===== src/rtl/fpr_cdb_arbiter.sv =====
// Round-robin arbiter for the floating-point common data bus: grants one
// requesting unit per cycle and broadcasts that unit's result one cycle later.
module fpr_cdb_arbiter #(
   parameter int N_REQ     = 4,
   parameter int ROB_WIDTH = 6,
   parameter int DATA_W    = 32
) (
   input  logic                          clk,
   input  logic                          reset_n,
   input  logic [N_REQ-1:0]              req_valid,
   output logic [N_REQ-1:0]              req_ready,
   input  logic [N_REQ*ROB_WIDTH-1:0]    result_tag,
   input  logic [N_REQ*DATA_W-1:0]       result_data,
   output logic                          fpr_cdb_valid,
   output logic [ROB_WIDTH-1:0]          fpr_cdb_tag,
   output logic [DATA_W-1:0]             fpr_cdb_data
);

   localparam int PTR_W = $clog2(N_REQ);

   logic [PTR_W-1:0] ptr;
   logic [PTR_W-1:0] sel_p1;
   logic             vld_p1;
   logic             gnt_any_p0;
   logic [PTR_W-1:0] gnt_idx_p0;

   // Modulo increment so non-power-of-two N_REQ wraps to zero correctly.
   function automatic logic [PTR_W-1:0] next_ptr(input logic [PTR_W-1:0] g);
      if (g == PTR_W'(N_REQ - 1))
         return '0;
      return g + 1'b1;
   endfunction

   // Stage p0: combinational grant, scanning from ptr upward with wrap.
   always_comb begin
      int idx;
      idx        = 0;
      gnt_any_p0 = 1'b0;
      gnt_idx_p0 = '0;
      req_ready  = '0;
      for (int k = 0; k < N_REQ; k++) begin
         idx = int'(ptr) + k;
         if (idx >= N_REQ)
            idx = idx - N_REQ;
         if (!gnt_any_p0 && req_valid[idx]) begin
            gnt_any_p0 = 1'b1;
            gnt_idx_p0 = PTR_W'(idx);
         end
      end
      if (!reset_n)
         gnt_any_p0 = 1'b0;
      for (int i = 0; i < N_REQ; i++)
         req_ready[i] = gnt_any_p0 && (gnt_idx_p0 == PTR_W'(i));
   end

   // Stage p1: registered grant index and broadcast-valid.
   always_ff @(posedge clk) begin
      if (!reset_n) begin
         ptr    <= '0;
         sel_p1 <= '0;
         vld_p1 <= 1'b0;
      end else begin
         vld_p1 <= gnt_any_p0;
         if (gnt_any_p0) begin
            sel_p1 <= gnt_idx_p0;
            ptr    <= next_ptr(gnt_idx_p0);
         end
      end
   end

   always_comb begin
      fpr_cdb_valid = vld_p1;
      fpr_cdb_tag   = '0;
      fpr_cdb_data  = '0;
      for (int i = 0; i < N_REQ; i++) begin
         if (sel_p1 == PTR_W'(i)) begin
            fpr_cdb_tag  = result_tag[i*ROB_WIDTH +: ROB_WIDTH];
            fpr_cdb_data = result_data[i*DATA_W +: DATA_W];
         end
      end
   end

endmodule


===== config.mk =====
export PLATFORM = sky130hd
export DESIGN_NAME = fpr_cdb_arbiter
export DESIGN_NICKNAME = d
export VERILOG_FILES = /design/src/rtl/fpr_cdb_arbiter.sv
export SDC_FILE = /design/constraint.sdc
export NUM_CORES = 1
export LEC_CHECK = 0
export CELL_PAD_IN_SITES_DETAIL_PLACEMENT = 0
export CELL_PAD_IN_SITES_GLOBAL_PLACEMENT = 1
export CORE_MARGIN = 4
export CORE_UTILIZATION = 14
export CTS_CLUSTER_SIZE = 14
export DETAILED_ROUTE_END_ITERATION = 7
export GPL_ROUTABILITY_DRIVEN = 0
export PLACE_DENSITY = 0.85
export SLEW_MARGIN = 20
export SYNTH_ARGS = -nofsm -noshare
export SYNTH_HDL_FRONTEND = slang
export SYNTH_SLANG_ARGS = --single-unit

===== constraint.sdc =====
create_clock -name clk -period 1.8 [get_ports clk]
set_input_delay 0.27 -clock clk [delete_from_list [all_inputs] [get_ports clk]]
set_output_delay 0.27 -clock clk [all_outputs]
set_load 0.01 [all_outputs]

==> images/clock_wires.png <==
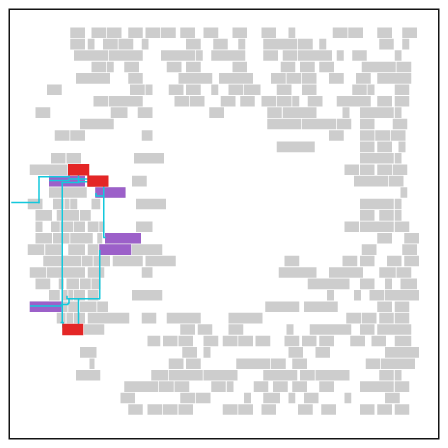
Key: purple = flip-flops [count 5]; red = clock-net drivers [count 3]; cyan = clock wires [length 134 µm]
Position of the flops: left middle. There are 4 routed clock nets.
clock group share of total power: 11.9%
Clock Skew: 0.00476 ns

==> images/closeup.png <==
The bar under the picture is 10 µm long. Region (38, 18) to (63, 43) µm. Cells in gray, sequential cells in the stronger gray; small squares are vias.
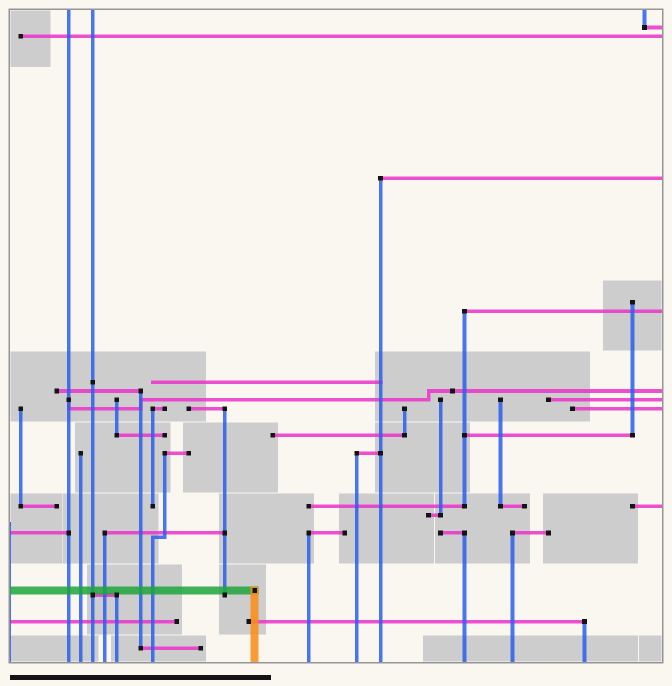
Key: magenta = M1; green = M3; orange = M4; blue = M2
13 logic cells have their middle in the window. Sequential cells in the window: 0. Most frequent: clkdlybuf4s50_1 (10), mux4_2 (2), buf_2 (1).

==> images/placed.png <==
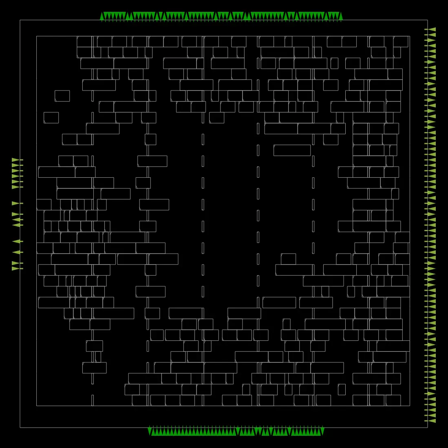
fill count: 797
Finished Layout Cells: 413

==> images/route_heat.png <==
20 x 20 tiles, from black (low) to pale yellow (high), scaled to the fullest tile. Values are wire area over tile area, all layers added.
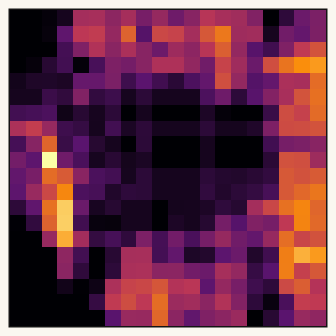
The emptiest ninth of the die: middle. The fullest tile reaches 0.45. 16% of the tiles are nearly empty. The mean over all tiles is 0.12. 18% of the tiles are over half the peak.
via count: 1786
final wirelength: 7710 µm
All-Layer GR Usage: 13.3%

==> run summary <==
flow finished, numbers: status complete, but fails checks, Routed WL per cell 18.7 µm, final setup violation count 17, Top FF cell, synth dfxtp_1, DP Area 0.00346 mm², VDD IR-drop max 562 µV, Worst path top cell family by delay simple AND/OR/NAND/NOR gates, failing checks negative setup slack, antenna violations before repair 0, Critical-path top delay cell dfxtp_4, Post-synth top cells mux4_2, and3_1, dfxtp_1, nand2_1, ha_1, Flop pwr share 8.3%, Pint 1.25 mW, CTS Buf Count 3, Synth area leader mux4_2, R2R setup slack 0.27 ns, CTS tree built, type of origin of the critical path flop, total gr overflow 0, Slew Viols, Final 0, Initial Util 14.3%, Die X 102 µm, Die Ht 102 µm, Routed Antenna Nets 0, Leak 1.38 nW, async set or reset register ratio after synthesis 0%, initial drt markers 24, nets 468, WS Path Type flop to primary output, Synth top cell by count mux4_2, final worst slack -0.123 ns, worst setup path start ptr[0], CP Capture Type primary output, Yosys Chip Area 0.00124 mm², most frequent CP cell buf_6, # DRC 0, htree depth 1, full die area 0.0104 mm², synth warn 0, crit path DAT 1.65 ns, P&R area growth vs syn 199%, Hold Fails Final Rpt 0, antenna cells 0, hold crit path type flop to flop, crit-path max FO 3, Tmin final 1.92 ns, max cap viols 0, ys flops 5, Psw 0.598 mW
==> registers in the layout, indices dropped and copies added, names as in the netlist <==
name,count
fpr_cdb_valid,1
sel_p1,2
ptr,2
==> routing by layer <==
metal  global-route usage, %  share of wire (%)  vias up
met5                       0                  0        -
met4                    3.33                1.1        0
met3                    3.07                 10        8
met2                    26.4                 55       97
met1                    14.0                 34      856
li1                        -                  -      825
==> through the flow <==
step                util (%)  setup slack [ns]  std cells  hold slack (ns)
global placement        40.1            -0.744        396            0.567
global route            42.8            -0.183        413            0.611
finish                  42.8            -0.123        413            0.542
floorplan                  -             0.206         84            0.392
detailed placement      40.1            -0.795        396            0.554
CTS                     41.9            -0.150        409            0.555
==> power by group through the flow <==
stage / Combinational, mW / Sequential, mW / Clock (mW)
after floorplan: 0.564 / 0.143 / 0
after detailed placement: 1.37 / 0.147 / 0
after global placement: 1.36 / 0.147 / 0
after global routing: 1.58 / 0.157 / 0.237
after CTS: 1.43 / 0.153 / 0.225
final: 1.48 / 0.154 / 0.220
==> worst max path at each step <==
stage,endpoint,depth (start not counted)
global placement,req_ready[3],8
floorplan,req_ready[3],6
global route,req_ready[3],8
finish,req_ready[2],7
detailed placement,req_ready[3],8
CTS,req_ready[2],7
==> cells by family (layout without fill, tap and decap cells) <==
kind of cell,Yosys count,in the layout,share of synthesized area [%]
muxes,38,38,69.2
DFF,5,5,8.10
adders and majority gates,4,4,4.05
buffers and inverters,11,232,5.36
and+or+nand+nor,18,18,8.20
AOI/OAI and AO/OA,8,8,5.06
==> worst register-to-register path, stage by stage (launching register included) <==
cell      delay (ns)
dfxtp_2         0.31
nand2_1         0.05
and3_4          0.15
o32ai_4         0.28
buf_6           0.17
inv_6           0.05
ha_4            0.26
nand2_1         0.04
a21boi_0        0.15
==> area by class of cell <==
cell class,count,area [µm²]
fillers,797,4940
repair buffers,225,2200
multi-input cells,68,1180
well taps,108,135
flip-flops and latches,5,110
clock buffers,4,45.0
inverters,3,16.3
==> timing repair <==
action                                  in CTS  in global routing
resized                                    201                 20
buffers inserted                             6                  4
endpoints found under the setup margin      43                 30
pin swaps                                    7                  4
cloned                                       3                  2
==> cells in the final DEF (no fill, tap or decap), types with 3 or more instances in the layout <==
cell type / n
and3_4: 4
buf_12: 6
buf_2: 31
buf_4: 12
buf_6: 13
clkbuf_8: 3
clkdlybuf4s50_1: 154
ha_4: 4
mux4_2: 38
nand2_1: 5
Power and IR drop assume default switching activity.
